===== config.mk =====
export PLATFORM = sky130hd
export DESIGN_NAME = fwd_hazard_ctrl_flat
export DESIGN_NICKNAME = d
export VERILOG_FILES = /design/src/rtl/fwd_hazard_ctrl_if.sv /design/src/rtl/fwd_hazard_ctrl.sv /design/src/flat_wrapper.sv
export SDC_FILE = /design/constraint.sdc
export NUM_CORES = 1
export LEC_CHECK = 0
export ABC_AREA = 1
export CAP_MARGIN = 20
export CORE_AREA = 2 2 63 65
export DETAILED_ROUTE_END_ITERATION = 16
export DIE_AREA = 0 0 65 67
export PLACE_DENSITY = 0.78
export SLEW_MARGIN = 25
export SYNTH_ARGS = -nofsm -noshare
export SYNTH_HDL_FRONTEND = slang
export SYNTH_SLANG_ARGS = --single-unit

===== constraint.sdc =====
create_clock -name clk -period 1.3 [get_ports clk]
set_clock_uncertainty 0.15 [all_clocks]
set_input_delay 0.26 -clock clk [delete_from_list [all_inputs] [get_ports clk]]
set_output_delay 0.26 -clock clk [all_outputs]
set_load 0.05 [all_outputs]

===== src/rtl/fwd_hazard_ctrl_if.sv =====
// Hazard-unit bundle: ID-stage operand/destination info in, forwarding selects and interlock out.
// With HAZARD_STATS_EN defined it also carries StatClr and StallCnt.
interface fwd_hazard_ctrl_if #(
    parameter int NREG_W = 5,
    parameter int RS_W   = 2
);
    logic              Hold;
    logic              Flush;
    logic              ID_Valid;
    logic [NREG_W-1:0] ID_RS;
    logic [NREG_W-1:0] ID_RT;
    logic              ID_UseRS;
    logic              ID_UseRT;
    logic              ID_WrEn;
    logic [NREG_W-1:0] ID_WrAddr;
    logic [RS_W-1:0]   ID_ResStage;
    logic [RS_W-1:0]   FwdRS;
    logic [RS_W-1:0]   FwdRT;
    logic              Stall;
    logic              BubbleEX;
`ifdef HAZARD_STATS_EN
    logic              StatClr;
    logic [31:0]       StallCnt;
`endif

`ifdef HAZARD_STATS_EN
    modport master (
        output Hold, Flush, ID_Valid, ID_RS, ID_RT, ID_UseRS, ID_UseRT,
               ID_WrEn, ID_WrAddr, ID_ResStage, StatClr,
        input  FwdRS, FwdRT, Stall, BubbleEX, StallCnt
    );
    modport slave (
        input  Hold, Flush, ID_Valid, ID_RS, ID_RT, ID_UseRS, ID_UseRT,
               ID_WrEn, ID_WrAddr, ID_ResStage, StatClr,
        output FwdRS, FwdRT, Stall, BubbleEX, StallCnt
    );
`else
    modport master (
        output Hold, Flush, ID_Valid, ID_RS, ID_RT, ID_UseRS, ID_UseRT,
               ID_WrEn, ID_WrAddr, ID_ResStage,
        input  FwdRS, FwdRT, Stall, BubbleEX
    );
    modport slave (
        input  Hold, Flush, ID_Valid, ID_RS, ID_RT, ID_UseRS, ID_UseRT,
               ID_WrEn, ID_WrAddr, ID_ResStage,
        output FwdRS, FwdRT, Stall, BubbleEX
    );
`endif
endinterface


===== src/rtl/fwd_hazard_ctrl.sv =====
// Operand forwarding selects and ID interlock for the ID->EX->MEM1->MEM2->WB pipeline.
// Optional stall counter (StallCnt/StatClr) is enabled by defining HAZARD_STATS_EN.
module fwd_hazard_ctrl #(
    parameter int NREG_W = 5,
    parameter int RS_W   = 2
) (
    input logic              clk,
    input logic              rst,
    fwd_hazard_ctrl_if.slave bus
);
    localparam logic [RS_W-1:0] FWD_GPR = 'd0;
    localparam logic [RS_W-1:0] FWD_WB  = 'd1;
    localparam logic [RS_W-1:0] FWD_M1  = 'd2;
    localparam logic [RS_W-1:0] FWD_M2  = 'd3;

    // E keeps the raw result-stage code; M2 and W are always ready, so they need no rdy bit.
    logic              e_valid, m1_valid, m2_valid, w_valid;
    logic [NREG_W-1:0] e_wa, m1_wa, m2_wa, w_wa;
    logic [RS_W-1:0]   e_res;
    logic              m1_rdy;
    logic              bubble_ex;

    logic              wr;
    logic              stall;
    logic [RS_W:0]     res_rs;
    logic [RS_W:0]     res_rt;

    // Returns {stall, fwd_select}; youngest matching entry wins.
    function automatic logic [RS_W:0] resolve(
        input logic [NREG_W-1:0] src,
        input logic              use_src,
        input logic              ev,  input logic [NREG_W-1:0] ea,
        input logic              m1v, input logic [NREG_W-1:0] m1a, input logic m1r,
        input logic              m2v, input logic [NREG_W-1:0] m2a,
        input logic              wv,  input logic [NREG_W-1:0] wa
    );
        logic [RS_W:0] r;
        r = {1'b0, FWD_GPR};
        if (use_src && (src != '0)) begin
            if (ev && (ea == src))
                r = {1'b1, FWD_GPR};
            else if (m1v && (m1a == src))
                r = m1r ? {1'b0, FWD_M1} : {1'b1, FWD_GPR};
            else if (m2v && (m2a == src))
                r = {1'b0, FWD_M2};
            else if (wv && (wa == src))
                r = {1'b0, FWD_WB};
        end
        return r;
    endfunction

    always_comb begin
        wr     = bus.ID_Valid && bus.ID_WrEn && (bus.ID_WrAddr != '0);
        res_rs = resolve(bus.ID_RS, bus.ID_UseRS, e_valid, e_wa, m1_valid, m1_wa, m1_rdy,
                         m2_valid, m2_wa, w_valid, w_wa);
        res_rt = resolve(bus.ID_RT, bus.ID_UseRT, e_valid, e_wa, m1_valid, m1_wa, m1_rdy,
                         m2_valid, m2_wa, w_valid, w_wa);
        stall  = bus.ID_Valid && !bus.Flush && (res_rs[RS_W] || res_rt[RS_W]);
    end

    assign bus.FwdRS    = res_rs[RS_W-1:0];
    assign bus.FwdRT    = res_rt[RS_W-1:0];
    assign bus.Stall    = stall;
    assign bus.BubbleEX = bubble_ex;

    // Flush beats Hold; the WB-bound entry still drains so its write-back stays visible.
    always_ff @(posedge clk) begin
        if (rst) begin
            e_valid   <= 1'b0;
            m1_valid  <= 1'b0;
            m2_valid  <= 1'b0;
            w_valid   <= 1'b0;
            e_wa      <= '0;
            m1_wa     <= '0;
            m2_wa     <= '0;
            w_wa      <= '0;
            e_res     <= '0;
            m1_rdy    <= 1'b0;
            bubble_ex <= 1'b0;
        end else if (bus.Flush) begin
            w_valid   <= m2_valid;
            w_wa      <= m2_wa;
            e_valid   <= 1'b0;
            m1_valid  <= 1'b0;
            m2_valid  <= 1'b0;
            bubble_ex <= 1'b1;
        end else if (!bus.Hold) begin
            w_valid   <= m2_valid;
            w_wa      <= m2_wa;
            m2_valid  <= m1_valid;
            m2_wa     <= m1_wa;
            m1_valid  <= e_valid;
            m1_wa     <= e_wa;
            m1_rdy    <= (e_res <= RS_W'(1));
            e_valid   <= wr && !stall;
            e_wa      <= bus.ID_WrAddr;
            e_res     <= bus.ID_ResStage;
            bubble_ex <= stall || !bus.ID_Valid;
        end
    end

`ifdef HAZARD_STATS_EN
    logic [31:0] stall_cnt;

    always_ff @(posedge clk) begin
        if (rst || bus.StatClr)
            stall_cnt <= '0;
        else if (stall && !bus.Hold && (stall_cnt != 32'hFFFF_FFFF))
            stall_cnt <= stall_cnt + 32'd1;
    end

    assign bus.StallCnt = stall_cnt;
`endif

endmodule

===== src/flat_wrapper.sv =====
// flat-port wrapper written by rule: the top's interface ports become plain ports
module fwd_hazard_ctrl_flat 
#(
    parameter int NREG_W = 5,
    parameter int RS_W   = 2
)
  (clk, rst, bus_Hold, bus_Flush, bus_ID_Valid, bus_ID_RS, bus_ID_RT, bus_ID_UseRS, bus_ID_UseRT, bus_ID_WrEn, bus_ID_WrAddr, bus_ID_ResStage, bus_FwdRS, bus_FwdRT, bus_Stall, bus_BubbleEX);
  fwd_hazard_ctrl_if #(.NREG_W(NREG_W), .RS_W(RS_W)) bus_i ();
  input logic clk;
  input logic rst;
  input wire logic [$bits(bus_i.Hold)-1:0] bus_Hold;
  input wire logic [$bits(bus_i.Flush)-1:0] bus_Flush;
  input wire logic [$bits(bus_i.ID_Valid)-1:0] bus_ID_Valid;
  input wire logic [$bits(bus_i.ID_RS)-1:0] bus_ID_RS;
  input wire logic [$bits(bus_i.ID_RT)-1:0] bus_ID_RT;
  input wire logic [$bits(bus_i.ID_UseRS)-1:0] bus_ID_UseRS;
  input wire logic [$bits(bus_i.ID_UseRT)-1:0] bus_ID_UseRT;
  input wire logic [$bits(bus_i.ID_WrEn)-1:0] bus_ID_WrEn;
  input wire logic [$bits(bus_i.ID_WrAddr)-1:0] bus_ID_WrAddr;
  input wire logic [$bits(bus_i.ID_ResStage)-1:0] bus_ID_ResStage;
  output wire logic [$bits(bus_i.FwdRS)-1:0] bus_FwdRS;
  output wire logic [$bits(bus_i.FwdRT)-1:0] bus_FwdRT;
  output wire logic [$bits(bus_i.Stall)-1:0] bus_Stall;
  output wire logic [$bits(bus_i.BubbleEX)-1:0] bus_BubbleEX;
  assign bus_i.Hold = bus_Hold;
  assign bus_i.Flush = bus_Flush;
  assign bus_i.ID_Valid = bus_ID_Valid;
  assign bus_i.ID_RS = bus_ID_RS;
  assign bus_i.ID_RT = bus_ID_RT;
  assign bus_i.ID_UseRS = bus_ID_UseRS;
  assign bus_i.ID_UseRT = bus_ID_UseRT;
  assign bus_i.ID_WrEn = bus_ID_WrEn;
  assign bus_i.ID_WrAddr = bus_ID_WrAddr;
  assign bus_i.ID_ResStage = bus_ID_ResStage;
  assign bus_FwdRS = bus_i.FwdRS;
  assign bus_FwdRT = bus_i.FwdRT;
  assign bus_Stall = bus_i.Stall;
  assign bus_BubbleEX = bus_i.BubbleEX;
  fwd_hazard_ctrl #(.NREG_W(NREG_W), .RS_W(RS_W)) u_core (.clk(clk), .rst(rst), .bus(bus_i));
endmodule

run_1/sizing.png
Scale: 6 px per um.
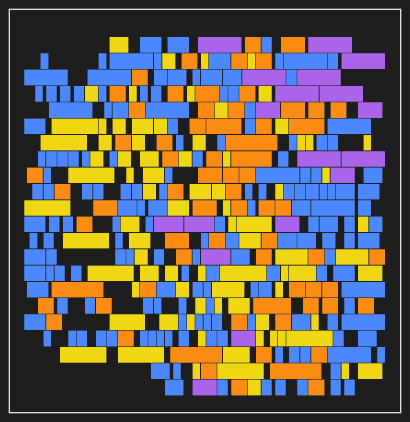
[blue] x1 and smaller | cells: 168 | share: 50%
[yellow] x2 | cells: 81 | share: 24%
[orange] x3 and x4 | cells: 68 | share: 20%
[purple] x6 and larger | cells: 18 | share: 5.4%

run_1/closeup.png
Window x 4 to 29, y 38 to 63 um. Cells in gray, sequential cells in the stronger gray; small squares are vias.
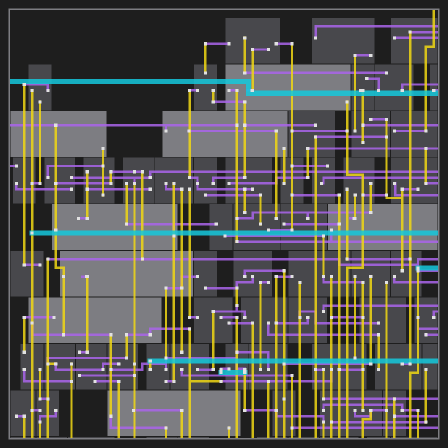
[purple] M1
[cyan] M3
[yellow] M2
netlist names of flops here include: u_core.m1_wa (2)
most frequent: nand2_2 (8), buf_4 (8)
sequential cells in the window: 8
cells with their middle in the window: 58

==> run_results.csv, run 1 <==
group,metric,value,unit
cts,cts_hold_buf,0,
status,violations,"setup timing",
placed_design,gp_congestion,0.900,
yosys,synthAdderAreaFrac,0,%
sta,hold_viol_final,0,
cells_and_area,comb_share,40.0,%
cts,cts.sinks,27,
flow_run,drv_cap,0,
hold_path,hp-class,"register to register",
power,pg_seq,0.929,mW
sta,layout_min_cycle_time,2110,ps
yosys,largest_area_cell,"dfxtp_1",
die,fp.dieW,65,um
power,p_int,1.40,mW
sta,setup_viol,7,
yosys,top_logic_kind,"AND-OR/OR-AND gates",
die,die_h,67,um
power,switching_share,32.7,%
yosys,syn-mean-instance-area,6.64,um2
die,design.die.area,0.00436,mm2
status,status,"finished with violations",
yosys,yosysWarnings,0,
yosys,top_area_share,33.0,%
yosys,synth.mux.area_fraction,0,%
cells_and_area,logic_area,0.00112,mm2
placed_design,placed_area,0.00249,mm2
placed_design,numPlacedInstances,368,
worst_setup_path,cp_slowest_cell,"dfxtp_4",
power,p_per_area,744,mW/mm2
worst_setup_path,worstPathArrival,1700,ps
yosys,yosysChipArea,0.00164,mm2
cells_and_area,seq_share,20.4,%
hold_path,whs_endpoint,"u_core.m1_rdy$_SDFFE_PP0P_",
power,p_leak,1.22,nW
worst_setup_path,critPathBufInv,1,
power,power.share.combinational,30.4,%
cells_and_area,buf_share,30.7,%
yosys,ys_sh_simple,25.1,%
sta,layout_setup_ws,-809,ps
sta,worst_pin_slew,314,ps
cts,cts_setup_buffers,9,
run_1/class_map.png
Scale: 6 px per um.
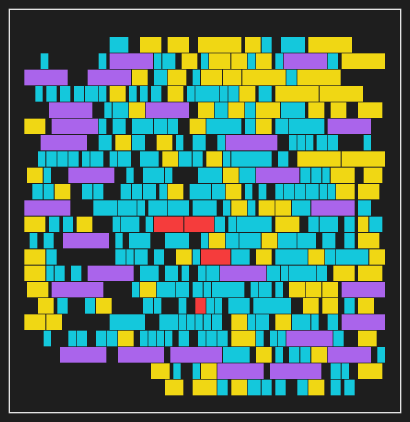
[cyan] remaining logic cells | cells: 214
[red] clock drivers and dummy loads | cells: 4
[yellow] remaining buffers and delay cells | cells: 90
[purple] sequential cells | cells: 27
final instance area: 0.00279 mm2
row count: 22
core box area: 0.00361 mm2

run_1/congestion_map.png
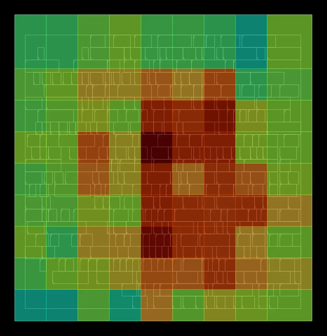

==> inputs of run 2 (changes only) <==
--- a/config.mk
+++ b/config.mk
@@ -10,6 +10,7 @@
 export CORE_AREA = 2 2 63 65
 export DETAILED_ROUTE_END_ITERATION = 16
 export DIE_AREA = 0 0 65 67
+export GPL_ROUTABILITY_DRIVEN = 0
 export PLACE_DENSITY = 0.78
 export SLEW_MARGIN = 25
 export SYNTH_ARGS = -nofsm -noshare
run_2/congestion_map.png
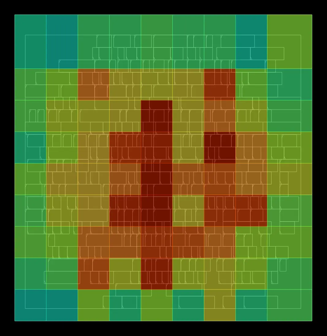
M3 GR Usage: 2.53%
Global Route Usage Sum: 25.8%

run_2/class_map.png
Scale: 6 px per um.
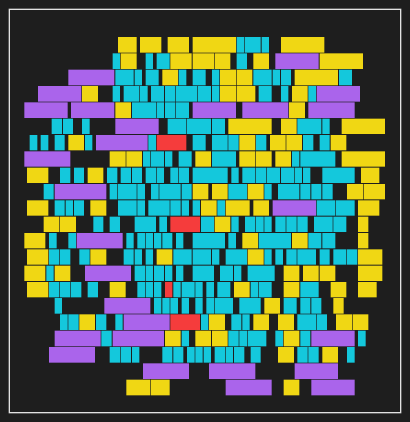
[purple] sequential cells | cells: 27
[red] clock drivers and dummy loads | cells: 4
[yellow] remaining buffers and delay cells | cells: 92
[cyan] remaining logic cells | cells: 214

==> run 2 against run 1 <==
Net effect: the run still ends with setup timing left; worst hold slack lost 3.6 ps; sequential power grew 0.4%; wire length shrank 12%; global-route usage shrank 1.6 points; setup slack gained 47 ps; non-clock buffer count grew 2; clock power shrank 5.6%; fmax grew 2.3%; utilization shrank 3.1 points; highest routed layer unchanged.
==> run_results.csv, run 2 <==
group,metric,value,unit
cells_and_area,logic_area,0.00104,mm2
sta,layout_min_cycle_time,2060,ps
worst_setup_path,critPathBufInv,1,
worst_setup_path,worstPathArrival,1650,ps
hold_path,hp-class,"register to register",
status,violations,"setup timing",
sta,setup_viol,7,
die,fp-row-count,22,
yosys,synthAdderAreaFrac,0,%
power,p_int,1.39,mW
power,power.share.combinational,29.0,%
power,p_per_area,746,mW/mm2
die,design.die.area,0.00436,mm2
power,p_leak,1.20,nW
yosys,yosysWarnings,0,
cells_and_area,comb_share,38.7,%
yosys,top_area_share,33.0,%
sta,hold_viol_final,0,
cells_and_area,seq_share,21.2,%
status,status,"finished with violations",
placed_design,placed_area,0.00250,mm2
power,switching_share,30.7,%
cts,cts_setup_buffers,6,
yosys,syn-mean-instance-area,6.64,um2
power,pg_seq,0.933,mW
die,fp.dieW,65,um
cells_and_area,buf_share,30.7,%
yosys,synth.mux.area_fraction,0,%
sta,layout_setup_ws,-762,ps
yosys,top_logic_kind,"AND-OR/OR-AND gates",
yosys,yosysChipArea,0.00164,mm2
worst_setup_path,cp_slowest_cell,"dfxtp_2",
run_2/closeup.png
Window x 4 to 29, y 38 to 63 um. Cells in gray, sequential cells in the stronger gray; small squares are vias.
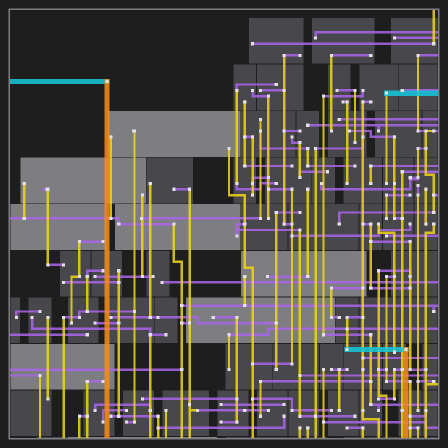
[orange] M4
[purple] M1
[yellow] M2
[cyan] M3
cells with their middle in the window: 57
sequential cells in the window: 7
most frequent: buf_4 (8), nand2_1 (5)
netlist names of flops here include: u_core.e_wa (2)

run_2/m1.png
Scale: 8 px per um.
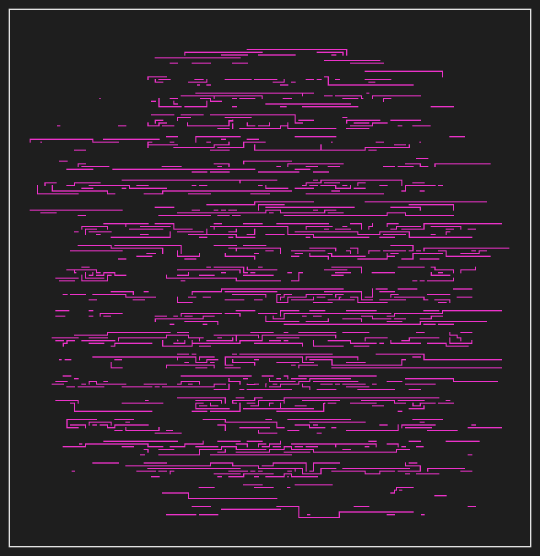

==> inputs of run 3 (changes only) <==
--- a/config.mk
+++ b/config.mk
@@ -7,11 +7,11 @@
 export LEC_CHECK = 0
 export ABC_AREA = 1
 export CAP_MARGIN = 20
-export CORE_AREA = 2 2 63 65
+export CORE_AREA = 2 2 60 62
 export DETAILED_ROUTE_END_ITERATION = 16
-export DIE_AREA = 0 0 65 67
+export DIE_AREA = 0 0 62 64
 export GPL_ROUTABILITY_DRIVEN = 0
-export PLACE_DENSITY = 0.78
+export PLACE_DENSITY = 0.82
 export SLEW_MARGIN = 25
 export SYNTH_ARGS = -nofsm -noshare
 export SYNTH_HDL_FRONTEND = slang
==> constraint.sdc (replaced) <==
create_clock -name clk -period 2.2 [get_ports clk]
set_clock_uncertainty 0.15 [all_clocks]
set_input_delay 0.44 -clock clk [delete_from_list [all_inputs] [get_ports clk]]
set_output_delay 0.44 -clock clk [all_outputs]
set_load 0.05 [all_outputs]
run_3/m1.png
Scale: 8 px per um.
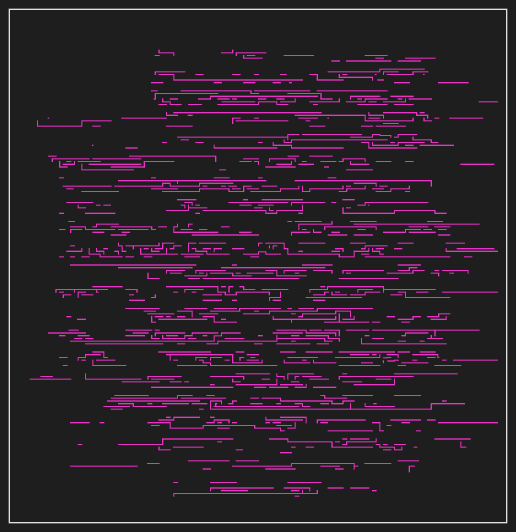
nets with wire on the layer: 291
longest straight run: 27.6 um
main direction: horizontal
wire length on this layer: 1990 um
share of all routed wire: 39%
grt met1 use: 34.3%
DRT Wirelength: 5100 um
via count: 2005

run_3/class_map.png
Scale: 6 px per um.
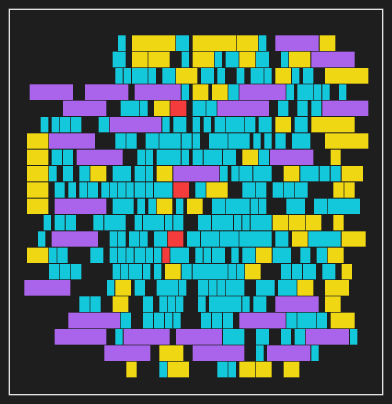
[purple] sequential cells | cells: 27
[red] clock drivers and dummy loads | cells: 4
[cyan] remaining logic cells | cells: 214
[yellow] remaining buffers and delay cells | cells: 58

==> run 3 against run 2 <==
Net effect: the flow still finishes with violations (setup timing); worst hold slack gained 9.3 ps; first-iteration DRC count up 32%; final cell count is 9.4% lower; flip-flop count is the same; total power down 47%; setup slack better by 660 ps; non-clock buffer count down 34; largest power group unchanged.
==> run_results.csv, run 3 <==
group,metric,value,unit
power,switching_share,32.6,%
yosys,yosysChipArea,0.00164,mm2
yosys,synthAdderAreaFrac,0,%
status,status,"finished with violations",
cells_and_area,comb_share,43.6,%
cells_and_area,buf_share,22.4,%
yosys,largest_area_cell,"dfxtp_1",
sta,hold_viol_final,0,
sta,worst_pin_slew,498,ps
worst_setup_path,critPathBufInv,2,
status,violations,"setup timing",
placed_design,numPlacedInstances,335,
die,fp-row-count,21,
global_route,grt_usage,26.5,%
yosys,top_logic_kind,"AND-OR/OR-AND gates",
hold_path,hp-class,"register to register",
worst_setup_path,cp_slowest_cell,"dfxtp_2",
power,p_per_area,449,mW/mm2
sta,layout_setup_ws,-100,ps
yosys,syn-mean-instance-area,6.64,um2
worst_setup_path,worstPathArrival,1710,ps
sta,setup_viol,4,
global_route,grt_util_met3,4.25,%
die,design.die.area,0.00397,mm2
yosys,top_area_share,33.0,%
placed_design,placed_area,0.00216,mm2
yosys,synth.mux.area_fraction,0,%
cts,cts_hold_buf,0,
run_3/sizing.png
Scale: 6 px per um.
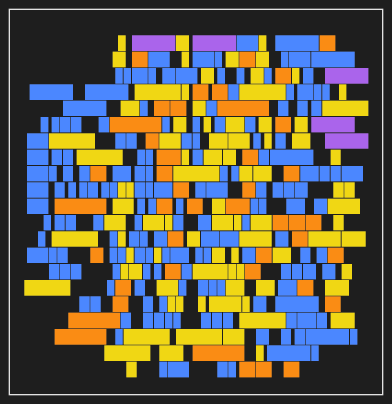
[purple] x6 and larger | cells: 5 | share: 1.7%
[blue] x1 and smaller | cells: 169 | share: 56%
[orange] x3 and x4 | cells: 43 | share: 14%
[yellow] x2 | cells: 86 | share: 28%
Non-clk bufs: 58
final instance area: 0.00238 mm2

Power figures rest on the tool's default switching activity, not on a simulated workload.
